--- config.mk ---
export PLATFORM = sky130hd
export DESIGN_NAME = hazard_stall_unit
export DESIGN_NICKNAME = d
export VERILOG_FILES = /design/src/rtl/hazard_stall_unit.sv
export SDC_FILE = /design/constraint.sdc
export NUM_CORES = 1
export LEC_CHECK = 0
export CAP_MARGIN = 10
export CORE_ASPECT_RATIO = 1.1
export CORE_MARGIN = 1.5
export CORE_UTILIZATION = 51
export CTS_CLUSTER_SIZE = 8
export DETAILED_ROUTE_END_ITERATION = 10
export GPL_TIMING_DRIVEN = 0
export PLACE_DENSITY_LB_ADDON = 0.12
export SYNTH_ARGS = -nofsm -noshare
export SYNTH_HDL_FRONTEND = slang
export SYNTH_SLANG_ARGS = --single-unit
export TNS_END_PERCENT = 30
--- constraint.sdc ---
create_clock -name clk -period 3.18 [get_ports clk]
set_input_delay 0.636 -clock clk [delete_from_list [all_inputs] [get_ports clk]]
set_output_delay 0.636 -clock clk [all_outputs]
set_load 0.01 [all_outputs]
--- src/rtl/hazard_stall_unit.sv ---
// ID-stage hazard/stall controller: load-use stall, memory freeze, branch flush, memory-wait watchdog.
// Optional event counters are enabled by defining HAZARD_STATS_EN.

`ifndef REG_ADDR
`define REG_ADDR [4:0]
`endif

module hazard_stall_unit #(
  parameter int unsigned MEM_TIMEOUT = 64
) (
  input  logic           clk,
  input  logic           reset,
  input  logic `REG_ADDR if_id_src1,
  input  logic `REG_ADDR if_id_src2,
  input  logic           if_id_uses_src2,
  input  logic           id_ex_memread,
  input  logic `REG_ADDR id_ex_dest_reg,
  input  logic           branch_taken,
  input  logic           dmem_req,
  input  logic           dmem_ready,
  output logic           pc_write,
  output logic           if_id_write,
  output logic           if_id_flush,
  output logic           id_ex_bubble,
  output logic           pipe_write,
`ifdef HAZARD_STATS_EN
  output logic [31:0]    load_use_count,
  output logic [31:0]    mem_stall_count,
  output logic [31:0]    flush_count,
`endif
  output logic           mem_timeout
);

  localparam int unsigned CNT_W = 16;
  localparam logic [CNT_W-1:0] CNT_MAX = '1;
  localparam logic [CNT_W-1:0] TIMEOUT_CMP = CNT_W'(MEM_TIMEOUT - 1);

  typedef enum logic {
    RUN      = 1'b0,
    MEM_WAIT = 1'b1
  } state_t;

  state_t           state;
  logic [CNT_W-1:0] wait_cnt;

  logic mem_stall;
  logic load_use;
  logic src1_hit;
  logic src2_hit;
  logic flush_case;
  logic load_use_case;

  // Hazard detection: a load into r0 never creates a dependency.
  assign mem_stall = dmem_req & ~dmem_ready;
  assign src1_hit  = (id_ex_dest_reg == if_id_src1);
  assign src2_hit  = if_id_uses_src2 & (id_ex_dest_reg == if_id_src2);
  assign load_use  = id_ex_memread & (id_ex_dest_reg != '0) & (src1_hit | src2_hit);

  assign flush_case    = ~mem_stall & branch_taken;
  assign load_use_case = ~mem_stall & ~branch_taken & load_use;

  // Fixed-priority pipeline control: freeze > flush > load-use stall > run.
  always_comb begin
    pc_write     = 1'b1;
    if_id_write  = 1'b1;
    if_id_flush  = 1'b0;
    id_ex_bubble = 1'b0;
    pipe_write   = 1'b1;
    if (mem_stall) begin
      pc_write    = 1'b0;
      if_id_write = 1'b0;
      pipe_write  = 1'b0;
    end else if (branch_taken) begin
      if_id_flush  = 1'b1;
      id_ex_bubble = 1'b1;
    end else if (load_use) begin
      pc_write     = 1'b0;
      if_id_write  = 1'b0;
      id_ex_bubble = 1'b1;
    end
  end

  // Memory-wait tracker and sticky watchdog; does not feed the control outputs.
  always_ff @(posedge clk) begin
    if (reset) begin
      state       <= RUN;
      wait_cnt    <= '0;
      mem_timeout <= 1'b0;
    end else begin
      if (mem_stall && (wait_cnt == TIMEOUT_CMP)) begin
        mem_timeout <= 1'b1;
      end
      unique case (state)
        RUN: begin
          if (mem_stall) begin
            state    <= MEM_WAIT;
            wait_cnt <= CNT_W'(1);
          end else begin
            wait_cnt <= '0;
          end
        end
        MEM_WAIT: begin
          if (mem_stall) begin
            if (wait_cnt != CNT_MAX) begin
              wait_cnt <= wait_cnt + CNT_W'(1);
            end
          end else begin
            state    <= RUN;
            wait_cnt <= '0;
          end
        end
        default: begin
          state    <= RUN;
          wait_cnt <= '0;
        end
      endcase
    end
  end

`ifdef HAZARD_STATS_EN
  // Event counters, one per active priority case; wrap naturally.
  always_ff @(posedge clk) begin
    if (reset) begin
      load_use_count  <= '0;
      mem_stall_count <= '0;
      flush_count     <= '0;
    end else begin
      if (load_use_case) load_use_count  <= load_use_count + 32'd1;
      if (mem_stall)     mem_stall_count <= mem_stall_count + 32'd1;
      if (flush_case)    flush_count     <= flush_count + 32'd1;
    end
  end
`else
  logic unused_cases;
  assign unused_cases = flush_case ^ load_use_case;
`endif

endmodule

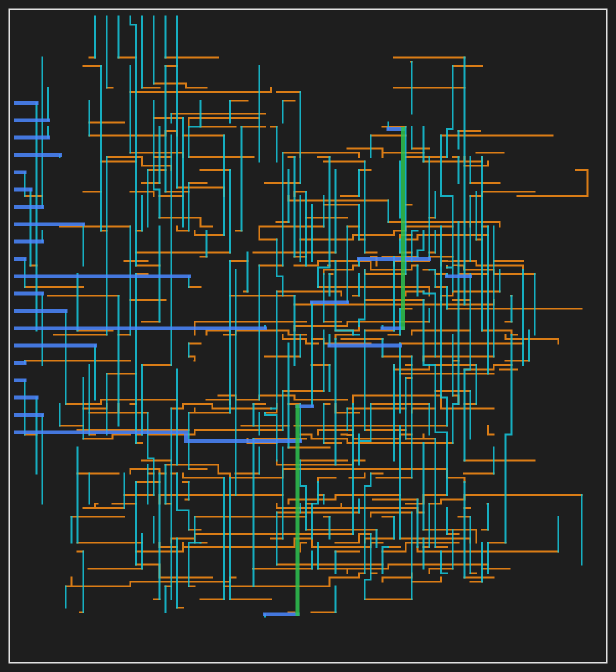
Fig. 1. Wiring by layer.
Key: M4 = green [wire length 32.0 µm]; M3 = blue [wire length 118 µm]; M1 = orange [wire length 1050 µm]; M2 = cyan [wire length 1160 µm]
Vias: 1005
gr usage total: 22.3%
drt total wl: 2360 µm

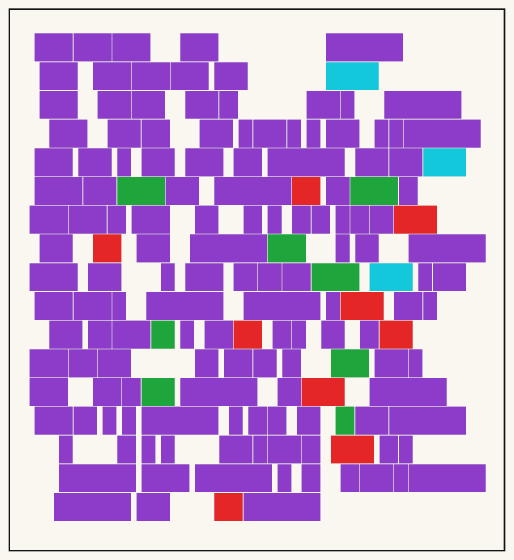
Fig. 2. Cells by drive strength.
Key: x3 and x4 = red [cells 9, share 5.7%]; x6 and larger = cyan [cells 3, share 1.9%]; x1 and smaller = purple [cells 137, share 87%]; x2 = green [cells 8, share 5.1%]
Area Growth Syn to Fin: 32.5%
final worst slack: 129 ps
post-route cell area: 1420 µm²
Plain + repair buffers: 34

==> qor.csv <==
metric;value;unit
Clock power frac;33.2;%
CTS tree;built;
nets;181;
mi-comb count;100;
final hold violation count;0;
floorplan core density;53.8;%
minimum clock period after layout;3050;ps
most numerous logic cell after layout;clkdlybuf4s50_1;
Non-clock inverters;1;
synth unique cells;39;
Hold WS;494;ps
Internal;0.000335;W
Final Non-Filler Cells;185;
Via density;5.43;
chip area;2390;µm²
YS warnings;0;
gr ovfl total;0;
xor+xnor area frac;17.1;%
first-pass GRT wire length;3940;µm
Remaining DRCs;0;
outcome;complete, no violations;
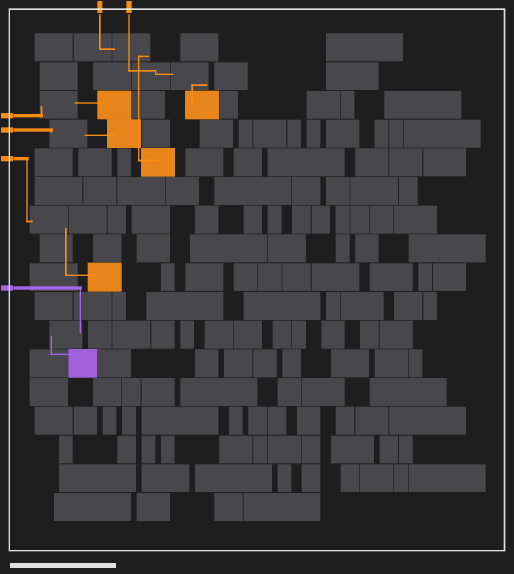
Fig. 3. Wires at chosen ports, followed through buffers.
Bar = 10 µm.
Key: if_id_src2 = orange [direction input, edge 3 left, 2 top, end cells 5, buffers 5, wire 57.3 µm]; id_ex_bubble = purple [direction output, edge left, end cells 1, buffers 1, wire 14.0 µm]
I/O Buffers: 27
Top Ports: 28

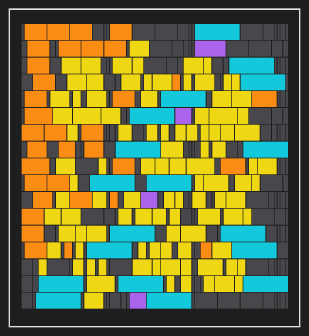
Fig. 4. Cell classes on the final placement.
Fill, decap, tap and diode cells in grey.
Key: clock drivers and dummy loads = purple [cells 4, share of their area 2.6%]; remaining buffers and delay cells = orange [cells 34, share of their area 23%]; registers = cyan [cells 18, share of their area 26%]; remaining logic cells = yellow [cells 101, share of their area 49%]
fin util: 71.2%
Seq/total area: 25.3%
core area: 2000 µm²

[metal layers]
layer  GRT usage [%]  routed length [µm]  vias up
met1            25.6                1050      463
met2            38.8                1160       32
li1                -                   -      506
met5               0                   0        -
met4            6.94                  31        0
met3            5.65                 117        4
[worst max-delay path, stage by stage]
cell and delay (ps):
clkdlybuf4s50_1 460, xor2_1 190, nor4_2 230, a32oi_1 170, o31a_1 320, buf_4 130, dlygate4sd2_1 270
[path summary, 6_finish.rpt]
check	from	to	slack (ps)	depth (start not counted)
max	id_ex_dest_reg[4]	pc_write	130	7
min	mem_timeout	mem_timeout	490	2
min reg2reg	mem_timeout	mem_timeout	490	2
max reg2reg	wait_cnt[0]	wait_cnt[1]	1450	6
[state kept, by name, summed over array words and instances, names as in the netlist]
name,flops
mem_timeout,1
state,1
wait_cnt,16
Power figures rest on the tool's default switching activity, not on a simulated workload.
